Figure 1. Sequential cells grouped by signal name (run 1).
(4 px per um) Other sequential cells in the stronger grey, the rest of the logic in the fainter grey.
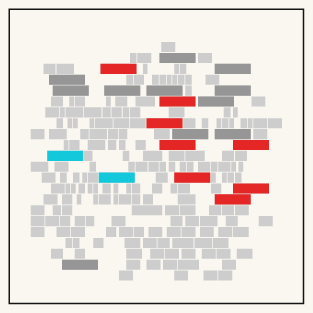
Figure 2. Ports around the boundary (run 1).
(6 px per um) Pins as bars across the die edge, other pins in grey.
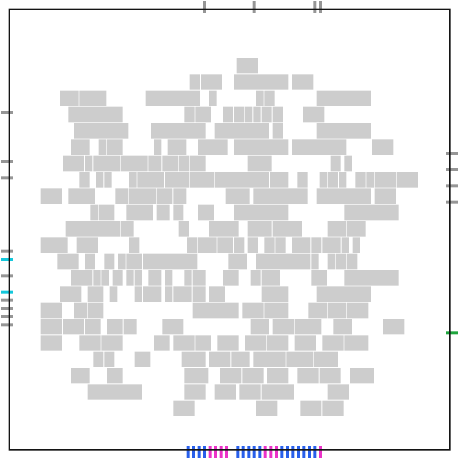
Figure 3. Congestion heat map (run 1).
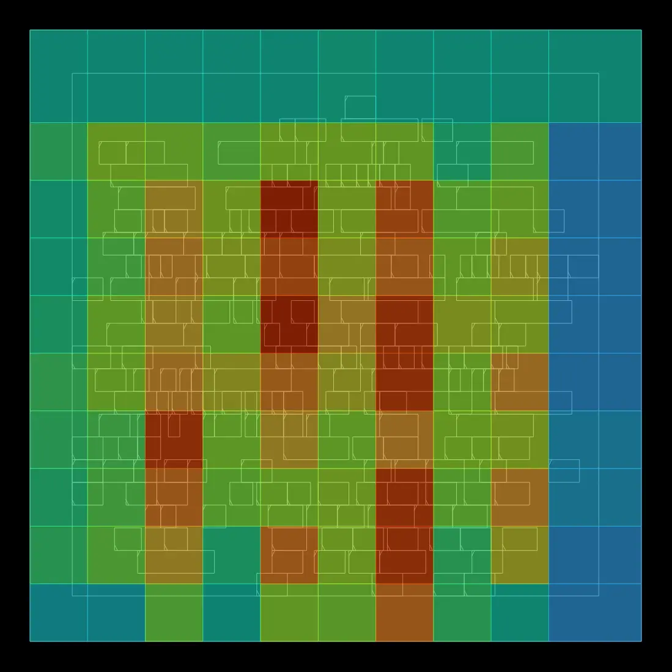
Figure 4. Selected gate families (run 1).
(4 px per um)
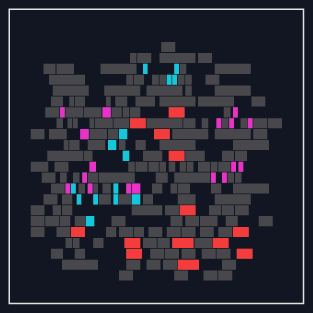
`src/rtl/cpstr_pkg.sv`:
```
// Shared definitions for the control-port stream blocks: escape byte default,
// escaper FSM state encoding and a width helper for grant indices.
package cpstr_pkg;

    localparam logic [7:0] ESC_CHAR_DEFAULT = 8'd27;

    typedef enum logic [1:0] {
        ST_IDLE     = 2'd0,
        ST_ESC_DATA = 2'd1,
        ST_MAIN_DUP = 2'd2
    } state_e;

    // Bits needed to index 'value' items; never less than 1.
    function automatic int clog2(input int value);
        int width;
        width = 1;
        for (int i = 1; i < 31; i++) begin
            if ((1 << i) < value) width = i + 1;
        end
        return width;
    endfunction

endpackage

```
`src/rtl/cpstr_skid.sv`:
```
// Two-entry skid buffer with a fully registered output; input ready depends
// only on the local fill level, so no combinational path reaches the sink.
module cpstr_skid #(
    parameter int W = 8
) (
    input  logic         i_clk,
    input  logic         i_rst_n,
    input  logic [W-1:0] i_data,
    input  logic         i_valid,
    output logic         o_ready,
    output logic [W-1:0] o_data,
    output logic         o_valid,
    input  logic         i_ready
);

    logic [W-1:0] head_q, head_d;
    logic [W-1:0] tail_q, tail_d;
    logic [1:0]   count_q, count_d;
    logic         push, pop;

    assign o_ready = (count_q != 2'd2);
    assign o_valid = (count_q != 2'd0);
    assign o_data  = head_q;

    always_comb begin
        push    = i_valid && o_ready;
        pop     = o_valid && i_ready;
        head_d  = head_q;
        tail_d  = tail_q;
        count_d = count_q;
        case ({push, pop})
            2'b10: begin
                if (count_q == 2'd0) head_d = i_data;
                else                 tail_d = i_data;
                count_d = count_q + 2'd1;
            end
            2'b01: begin
                if (count_q == 2'd2) head_d = tail_q;
                count_d = count_q - 2'd1;
            end
            2'b11: begin
                // Simultaneous pop and push keeps the level; the oldest entry advances.
                if (count_q == 2'd1) begin
                    head_d = i_data;
                end else begin
                    head_d = tail_q;
                    tail_d = i_data;
                end
            end
            default: ;
        endcase
    end

    always_ff @(posedge i_clk or negedge i_rst_n) begin
        if (!i_rst_n) begin
            head_q  <= '0;
            tail_q  <= '0;
            count_q <= 2'd0;
        end else begin
            head_q  <= head_d;
            tail_q  <= tail_d;
            count_q <= count_d;
        end
    end

endmodule

```
`src/rtl/cpstr_esc_mux.sv`:
```
// Control-port stream escaper: doubles ESC_CHAR in the main stream and merges
// NUM_ESC out-of-band channels as ESC_CHAR+byte pairs into one registered output.
module cpstr_esc_mux
    import cpstr_pkg::*;
#(
    parameter logic [7:0] ESC_CHAR = ESC_CHAR_DEFAULT,
    parameter int         NUM_ESC  = 2,
    parameter bit         ARB_RR   = 1'b0
) (
    input  logic                 i_clk,
    input  logic                 i_rst_n,
    input  logic [7:0]           i_data,
    input  logic                 i_valid,
    output logic                 o_ready,
    input  logic [8*NUM_ESC-1:0] i_esc_data,
    input  logic [NUM_ESC-1:0]   i_esc_valid,
    output logic [NUM_ESC-1:0]   o_esc_ready,
    output logic [7:0]           o_data,
    output logic                 o_valid,
    input  logic                 i_ready,
    output state_e               o_state
);

    localparam int GW = clog2(NUM_ESC);

    // All handshakes: a byte moves on a rising edge where valid and ready are
    // both high; a source holds valid and data steady until that edge.
    state_e          state_q, state_d;
    logic [GW-1:0]   grant_q, grant_d;
    logic [GW-1:0]   rr_q, rr_d;
    logic [GW-1:0]   arb_grant;
    logic [GW-1:0]   cand;
    int              cand_int;
    logic            arb_found;
    logic [7:0]      esc_bytes [NUM_ESC];
    logic [7:0]      s_data;
    logic            s_valid;
    logic            s_ready;

    assign o_state = state_q;

    always_comb begin
        for (int k = 0; k < NUM_ESC; k++) esc_bytes[k] = i_esc_data[8*k +: 8];
    end

    // Search starts at the round-robin pointer (or channel 0) and wraps.
    always_comb begin
        arb_grant = '0;
        arb_found = 1'b0;
        cand      = '0;
        cand_int  = 0;
        for (int i = 0; i < NUM_ESC; i++) begin
            cand_int = (ARB_RR ? int'(rr_q) : 0) + i;
            if (cand_int >= NUM_ESC) cand_int = cand_int - NUM_ESC;
            cand = GW'(cand_int);
            if (!arb_found && i_esc_valid[cand]) begin
                arb_found = 1'b1;
                arb_grant = cand;
            end
        end
    end

    always_comb begin
        state_d     = state_q;
        grant_d     = grant_q;
        rr_d        = rr_q;
        s_data      = '0;
        s_valid     = 1'b0;
        o_ready     = 1'b0;
        o_esc_ready = '0;
        case (state_q)
            ST_IDLE: begin
                if (|i_esc_valid) begin
                    s_data  = ESC_CHAR;
                    s_valid = 1'b1;
                    if (s_ready) begin
                        state_d = ST_ESC_DATA;
                        grant_d = arb_grant;
                    end
                end else if (i_valid && (i_data == ESC_CHAR)) begin
                    // Prefix only; the main byte itself is taken in MAIN_DUP.
                    s_data  = ESC_CHAR;
                    s_valid = 1'b1;
                    if (s_ready) state_d = ST_MAIN_DUP;
                end else begin
                    s_data  = i_data;
                    s_valid = i_valid;
                    o_ready = s_ready;
                end
            end
            ST_ESC_DATA: begin
                s_data               = esc_bytes[grant_q];
                s_valid              = i_esc_valid[grant_q];
                o_esc_ready[grant_q] = s_ready;
                if (s_valid && s_ready) begin
                    state_d = ST_IDLE;
                    if (ARB_RR) rr_d = (grant_q == GW'(NUM_ESC - 1)) ? '0 : grant_q + 1'b1;
                end
            end
            ST_MAIN_DUP: begin
                s_data  = i_data;
                s_valid = i_valid;
                o_ready = s_ready;
                if (s_valid && s_ready) state_d = ST_IDLE;
            end
            default: state_d = ST_IDLE;
        endcase
        if (!i_rst_n) begin
            o_ready     = 1'b0;
            o_esc_ready = '0;
        end
    end

    always_ff @(posedge i_clk or negedge i_rst_n) begin
        if (!i_rst_n) begin
            state_q <= ST_IDLE;
            grant_q <= '0;
            rr_q    <= '0;
        end else begin
            state_q <= state_d;
            grant_q <= grant_d;
            rr_q    <= rr_d;
        end
    end

    cpstr_skid #(.W(8)) u_skid (
        .i_clk   (i_clk),
        .i_rst_n (i_rst_n),
        .i_data  (s_data),
        .i_valid (s_valid),
        .o_ready (s_ready),
        .o_data  (o_data),
        .o_valid (o_valid),
        .i_ready (i_ready)
    );

endmodule

```
`config.mk`:
```
export PLATFORM = sky130hd
export DESIGN_NAME = cpstr_esc_mux
export DESIGN_NICKNAME = d
export VERILOG_FILES = /design/src/rtl/cpstr_pkg.sv /design/src/rtl/cpstr_skid.sv /design/src/rtl/cpstr_esc_mux.sv
export SDC_FILE = /design/constraint.sdc
export NUM_CORES = 1
export LEC_CHECK = 0
export CORE_MARGIN = 5
export CORE_UTILIZATION = 35
export DETAILED_ROUTE_END_ITERATION = 8
export SLEW_MARGIN = 20
export SYNTH_ARGS = -nofsm -noshare
export SYNTH_HDL_FRONTEND = slang
export SYNTH_SLANG_ARGS = --single-unit
```
`constraint.sdc`:
```
create_clock -name i_clk -period 2.5 [get_ports i_clk]
set_input_delay 0.375 -clock i_clk [delete_from_list [all_inputs] [get_ports i_clk]]
set_output_delay 0.375 -clock i_clk [all_outputs]
set_load 0.005 [all_outputs]
```
==> run_results.csv, run 1 <==
group,metric,value,unit
worst_setup_path,path_depth,11,
min_path,hp-start,"u_skid.o_data[6]",
synthesis,ys_seq_share,0.376,
synthesis,synthesis.area,1400,um^2
worst_setup_path,cp_data_required_time,2.65,ns
synthesis,synth_cells,145,
synthesis,yosysTopAreaCell,"dfrtp_1",
synthesis,ys_warn_count,0,
sta,relSlewSlack,0.745,
cts,root_buffer,"clkbuf_8",
cells_and_area,antenna_cells,0,
cells_and_area,clk_share,0.0227,
synthesis,ys_cells,145,
drt,ant_nets,0,
sta,finalClockPeriodUsage,0.929,
placement,port-buffer-count,43,
cts,clkLatencyLatePin,0.27,ns
cts,post_cts_buffers,0,
worst_setup_path,critPathTopFamily,"buffers and inverters",
worst_setup_path,critPathBufInv,3,
cells_and_area,flop_area,526,um^2
min_path,hold_path_end,"u_skid.o_data[6]",
drt,vias,1306,
sta,setup_viol,0,
job,openroad.warnings,31,
power_and_ir_drop,power.share.combinational,0.640,
floorplanning,io_pins,44,
cts,ctsResizeCount,0,
cts,path_clk_slew,0.07,ns
worst_setup_path,startpoint_type,"input pin",
sta,drv_slew,0,
worst_setup_path,cp-end-kind,"flip-flop",
worst_setup_path,cp-startpoint,"i_esc_valid[0]",
worst_setup_path,worstReg2RegStart,"u_skid.count_q[0]",
cells_and_area,final_util,0.516,
cells_and_area,finalInstanceArea,2040,um^2
placement,place_area,1980,um^2
cells_and_area,logic_area,822,um^2
floorplanning,fp-row-count,23,
sta,hold_viol,0,
worst_setup_path,crit_chain,"clkdlybuf4s50_1 -> or2_2 -> nor2_1 -> a21oi_1 -> and3_1 -> ha_1 -> buf_4 -> a22oi_1 -> o21ai_0 -> buf_4 -> mux2_2",
worst_setup_path,reg2reg_depth,9,
cells_and_area,comb_share,0.404,
synthesis,ys_ff,21,
cts,cts_hold_buffers,0,
synthesis,synth_chip_area,1400,um^2
cells_and_area,final_nets,241,
worst_setup_path,critPathSlowestCell,"clkdlybuf4s50_1",
power_and_ir_drop,sw_frac_of_total,0.397,
drt,wirelength,3.88,mm
cts,cts_sinks,21,
worst_setup_path,worstReg2RegEnd,"u_skid.o_data[0]",
worst_setup_path,crit_top_cell,"buf_4",
cts,cts_buffers,3,
floorplanning,fp_util,0.354,
cells_and_area,fillCellCount,355,
floorplanning,chip_area,5360,um^2
drt,dr.pass1.iters,6,
power_and_ir_drop,p_leak,0.884,nW
synthesis,avgSynthCellArea,9.64,um^2
global_route,globalRoute.totalOverflow,0,
cells_and_area,layout_top_cell,"clkdlybuf4s50_1",
synthesis,area_leaders,"dfrtp_1 38%, mux2_2 8.1%, ha_1 6.3%",
sta,period_minus_slack,2.32,ns
cells_and_area,logic_gate_count,112,
synthesis,top_area_frac,0.376,
cells_and_area,lay_top_cells,"42 x clkdlybuf4s50_1, 21 x dfrtp_1, 16 x buf_4",
power_and_ir_drop,vdd_drop_max,0.000585,V
worst_setup_path,path_max_fanout,12,
cells_and_area,areaGrowthSynthToFinish,45.7,%
floorplanning,die_width,73.2,um
sta,clock_skew,0.00733,ns
cells_and_area,n_all_inverters,7,
cells_and_area,fin_cells,253,
placement,dp_hpwl,3.14,mm
sta,rsz0062_at_grt,"false",
cts,ctsHtreeMaxLevel,1,
status,status,"finished clean",
## Picture notes: Figure 1
legend:
  red:
    netlist_name: `u_skid.tail_q`
    placed_flops: 8
  cyan:
    netlist_name: `o_state`
    placed_flops: 2

## Picture notes: Figure 2
legend:
  magenta:
    port: `i_data`
    pins: 8
    direction: input
    edge: bottom
  blue:
    port: `i_esc_data`
    pins: 16
    direction: input
    edge: bottom
  cyan:
    port: `o_state`
    pins: 2
    direction: output
    edge: left
  green:
    port: `i_rst_n`
    pins: 1
    direction: input
    edge: right
all pins by edge: 24 bottom, 11 left, 5 right, 4 top

## Picture notes: Figure 3
met1 usage: 0.183
grt met3 use: 0.0262

## Picture notes: Figure 4
legend:
  magenta:
    family: NAND gates
    cells: 17
  cyan:
    family: NOR gates
    cells: 14
  red:
    family: multiplexers
    cells: 13

-- run 1: power by group through the flow --
| stage | logic (mW) | clock network, mW | registers (mW) |
|---|---|---|---|
| 4_1_cts | 1.44 | 0.232 | 0.586 |
| 5_1_grt | 1.60 | 0.249 | 0.602 |
| 6_report | 1.45 | 0.227 | 0.587 |
| 2_1_floorplan | 0.908 | 0 | 0.591 |
| 3_3_place_gp | 1.38 | 0 | 0.584 |
| 3_5_place_dp | 1.43 | 0 | 0.593 |
-- run 1: layer usage --
| layer | vias up | share of wire | global-route usage |
|---|---|---|---|
| li1 | 647 | - | - |
| met1 | 614 | 0.41 | 0.183 |
| met2 | 37 | 0.52 | 0.276 |
| met3 | 8 | 0.047 | 0.0262 |
| met4 | 0 | 0.016 | 0.0430 |
| met5 | - | 0 | 0 |
-- run 1: logic make-up (layout without fill, tap and decap cells) --
| logic type | Yosys count | after routing | synth area share |
|---|---|---|---|
| AND-OR/OR-AND | 51 | 51 | 0.253 |
| buffers and inverters | 12 | 70 | 0.0421 |
| adder cells (fa/ha/maj) | 7 | 7 | 0.0627 |
| XOR/XNOR | 2 | 2 | 0.0125 |
| AND/OR/NAND/NOR | 39 | 39 | 0.144 |
| multiplexers | 13 | 13 | 0.109 |
| flip-flops | 21 | 21 | 0.376 |
-- run 1: synth_stat cells, drive strengths merged --
master / count
xnor2: 2
dfrtp: 21
a311oi: 1
a2bb2oi: 4
nand2b: 2
and3b: 1
inv: 7
buf: 4
nand3: 1
nor3: 1
a22oi: 5
ha: 7
mux2i: 1
o211a: 1
a41oi: 1
nor2b: 4
nand2: 13
and3: 1
nand4: 1
o21bai: 1
mux2: 12
a32oi: 4
and4: 1
clkbuf: 1
o21ai: 15
a31oi: 1
or2: 2
and4b: 1
a21oi: 14
nor2: 9
or3: 1
and4bb: 1
a31o: 4
Figure 5. Close-up of the layout (run 1).
Window x 24 to 49, y 9 to 34 um. Cells in grey, sequential cells in the stronger grey; small squares are vias.
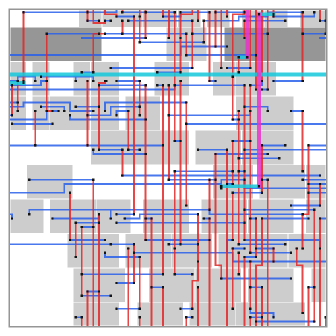

==> run 2: changes to the inputs <==
--- a/config.mk
+++ b/config.mk
@@ -7,8 +7,10 @@
 export LEC_CHECK = 0
 export CORE_MARGIN = 5
 export CORE_UTILIZATION = 35
+export CTS_BUF_LIST = sky130_fd_sc_hd__clkbuf_4
 export DETAILED_ROUTE_END_ITERATION = 8
-export SLEW_MARGIN = 20
+export SKIP_LAST_GASP = 1
+export SLEW_MARGIN = 40
 export SYNTH_ARGS = -nofsm -noshare
 export SYNTH_HDL_FRONTEND = slang
 export SYNTH_SLANG_ARGS = --single-unit
Figure 6. Close-up of the layout (run 2).
Window x 24 to 49, y 9 to 34 um. Cells in grey, sequential cells in the stronger grey; small squares are vias.
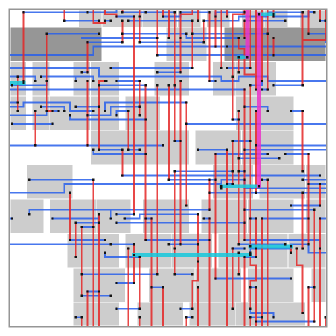
legend:
  red:
    layer: met2
  blue:
    layer: met1
  magenta:
    layer: met4
  cyan:
    layer: met3
cells with their middle in the window: 40
most frequent: clkdlybuf4s50_1 (14), mux2_2 (3)
netlist names of flops here include: `o_state` (1), `u_skid.tail_q` (1)
sequential cells in the window: 2

Figure 7. Selected gate families (run 2).
(4 px per um)
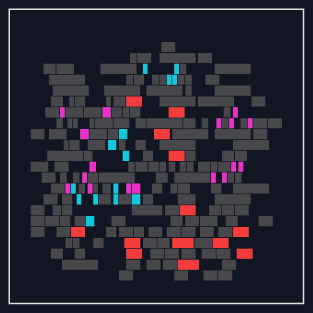
legend:
  cyan:
    family: NOR gates
    cells: 14
  magenta:
    family: NAND gates
    cells: 17
  red:
    family: multiplexers
    cells: 13

Figure 8. Congestion heat map (run 2).
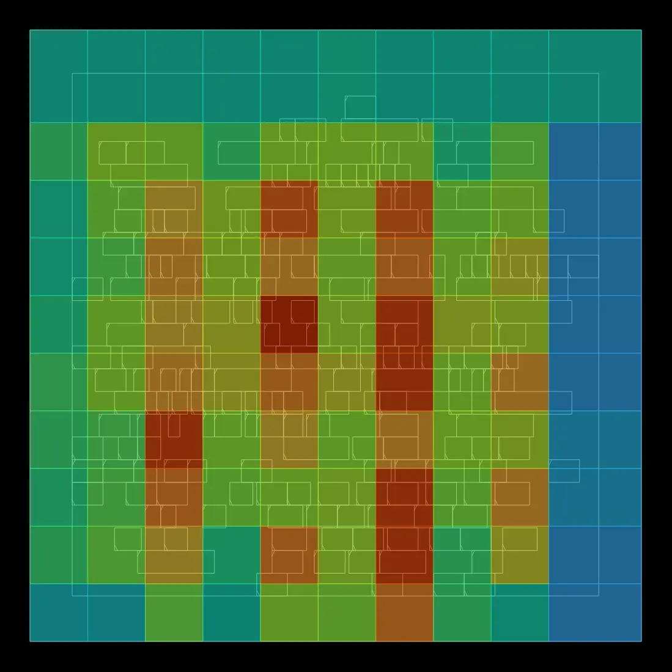
Tot GR Track Use: 0.152
GR Layer Usage met2: 0.276
Util after Layout: 0.512

==> run_results.csv, run 2 <==
group,metric,value,unit
synthesis,simple_gate_share,0.144,
worst_setup_path,crit_top_cell,"buf_4",
drt,via_per_inst,5.16,
cts,path_clk_slew,0.12,ns
cells_and_area,drive_gt1_frac,0.222,
sta,rsz0062_at_grt,"false",
floorplanning,io_pins,44,
synthesis,async_flop_share,1.00,
sta,finalClockPeriodUsage,0.913,
global_route,antenna_found_initial,0,
worst_setup_path,critPathTopFamily,"buffers and inverters",
min_path,min_path_type,"reg -> reg",
synthesis,mux_area_frac,0.109,
worst_setup_path,cp-end-kind,"flip-flop",
cells_and_area,layout_top_cell,"clkdlybuf4s50_1",
synthesis,enable_flop_cells,0,
synthesis,xor_share,0.0125,
drt,ant_nets,0,
cts,post_cts_buffers,0,
drt,drc,0,
sta,period_minus_slack,2.28,ns
floorplanning,die_width,73.2,um
synthesis,avgSynthCellArea,9.64,um^2
drt,drt_iter0_markers,56,
worst_setup_path,slowest_delay,0.41,ns
cts,cts_hold_buffers,0,
synthesis,synthesis.area,1400,um^2
worst_setup_path,critPathSlowestCell,"clkdlybuf4s50_1",
cells_and_area,antenna_cells,0,
global_route,grt_pass1_vias,1409,
floorplanning,core-area,3940,um^2
placement,port-buffer-count,43,
cts,cts_tree,"done",
synthesis,area_leaders,"dfrtp_1 38%, mux2_2 8.1%, ha_1 6.3%",
synthesis,topCombFamilyByArea,"AND-OR/OR-AND gates",
power_and_ir_drop,powerDensity,1090,nW/um^2
min_path,worstHoldPathCells,2,
floorplanning,fp_util,0.354,
floorplanning,chip_area,5360,um^2
sta,clock_skew,0.00915,ns
worst_setup_path,path_depth,11,
worst_setup_path,path_max_fanout,12,
synthesis,yosysTopAreaCell,"dfrtp_1",
cts,cts_sinks,21,
cts,clkLatencyLatePin,0.31,ns
placement,dp_slack,-0.194,ns
worst_setup_path,crit_chain,"clkdlybuf4s50_1 -> or2_2 -> nor2_1 -> a21oi_1 -> and3_1 -> ha_1 -> buf_4 -> a22oi_1 -> o21ai_0 -> buf_4 -> mux2_2",
job,openroad.warnings,31,
cts,ctsHtreeMaxLevel,1,
worst_setup_path,reg2reg_depth,9,
floorplanning,fp-row-count,23,
synthesis,ys_cells,145,
status,status,"finished clean",
worst_setup_path,arrival,2.48,ns
sta,hold_viol,0,
synthesis,fa_ha_area_frac,0.0627,
drt,vias,1306,
power_and_ir_drop,vdd_drop_max,0.000617,V
sta,setup_viol,0,
power_and_ir_drop,total_power,2.20,mW
cells_and_area,final_nets,241,
placement,dpl.cell_count,249,
synthesis,synth_cells,145,
cells_and_area,fillCellCount,357,
sta,relSlewSlack,0.742,
cells_and_area,lay_top_cells,"42 x clkdlybuf4s50_1, 21 x dfrtp_1, 16 x buf_4",
cts,cts_buffer_depth,2,
synthesis,ff_type,"dfrtp_1",
cells_and_area,finalInstanceArea,2020,um^2
worst_setup_path,cp_data_required_time,2.70,ns
synthesis,synth_chip_area,1400,um^2
cts,cts_buffers,3,
worst_setup_path,criticalPathCategory,"in -> reg",
synthesis,synth_nets,182,
sta,tightestPinTransition,0.387,ns
synthesis,top_cell,"dfrtp_1",
synthesis,ys_warn_count,0,
global_route,globalRoute.totalOverflow,0,
worst_setup_path,critPathBufInv,3,
cells_and_area,fin_cells,253,
worst_setup_path,startpoint_type,"input pin",
power_and_ir_drop,p_leak,0.876,nW
cts,root_buffer,"clkbuf_4",
sta,drv_slew,0,
synthesis,synth.top_cells.by_count,"21 x dfrtp_1, 14 x a21oi_1, 13 x nand2_1, 13 x o21ai_0, 10 x mux2_2",
synthesis,ys_ff,21,
cells_and_area,areaGrowthSynthToFinish,44.3,%
drt,dr.pass1.iters,4,
synthesis,synthAoiAreaFrac,0.253,
synthesis,top_area_frac,0.376,
synthesis,ys_seq_share,0.376,
placement,place_area,1980,um^2
placement,dp_hpwl,3.14,mm
drt,wirelength,3.84,mm
run 2: worst register-to-register path, cell delays in order, from the launching register on:
cell and delay (ns):
dfrtp_1 0.43, inv_1 0.10, ha_1 0.24, nand2b_1 0.25, inv_1 0.10, ha_1 0.24
nor2b_1 0.15, or3_4 0.39, a21oi_1 0.14, a21oi_1 0.08
run 2: layer usage:
layer	global-route usage	vias up	wire length [um]
met1	0.183	615	1630
met5	0	-	0
li1	-	649	-
met4	0.0369	0	57
met2	0.276	36	2000
met3	0.0262	6	149
run 2: cell type report:
type                       count  area (um^2)  share of cell area
clock inverter                 1         5.00             0.00248
sequential                    21          526               0.261
timing repair buffer          59          553               0.274
inverter                       7         26.3              0.0130
multi-input combinational    112          822               0.408
tap                           50         62.6              0.0310
clock buffer                   3         22.5              0.0112
run 2: repair_timing:
item | in CTS | in global routing
endpoints found under the hold margin | 0 | 0
setup endpoints to repair | 0 | 9
gates resized | 0 | 3
run 2: worst paths after layout:
path	endpoint	slack, ns	start
min	u_skid.o_data[6]	0.51	u_skid.o_data[6]
min in group asynchronous	grant_q	0.52	i_rst_n
max in group asynchronous	u_skid.tail_q[1]	1.71	i_rst_n
min reg2reg	u_skid.o_data[6]	0.51	u_skid.o_data[6]
max	u_skid.tail_q[4]	0.22	i_esc_valid[0]
max reg2reg	u_skid.o_data[0]	0.28	u_skid.count_q[0]
run 2: power breakdown:
part	internal, mW	switching, mW	leakage [nW]
clock network	0.0597	0.109	0.0177
logic	0.753	0.689	0.604
registers	0.497	0.0878	0.254
total	1.31	0.886	0.876
run 2: stage by stage:
stage	util	hold slack, ns	TNS [ns]
after floorplan	-	0.0794	0
after global placement	0.502	0.463	-1.36
after detailed placement	0.502	0.478	-1.73
after CTS	0.509	0.510	0
after global routing	0.512	0.523	0
final	0.512	0.509	0
No activity file was given, so power comes from the tool's default toggle rates.
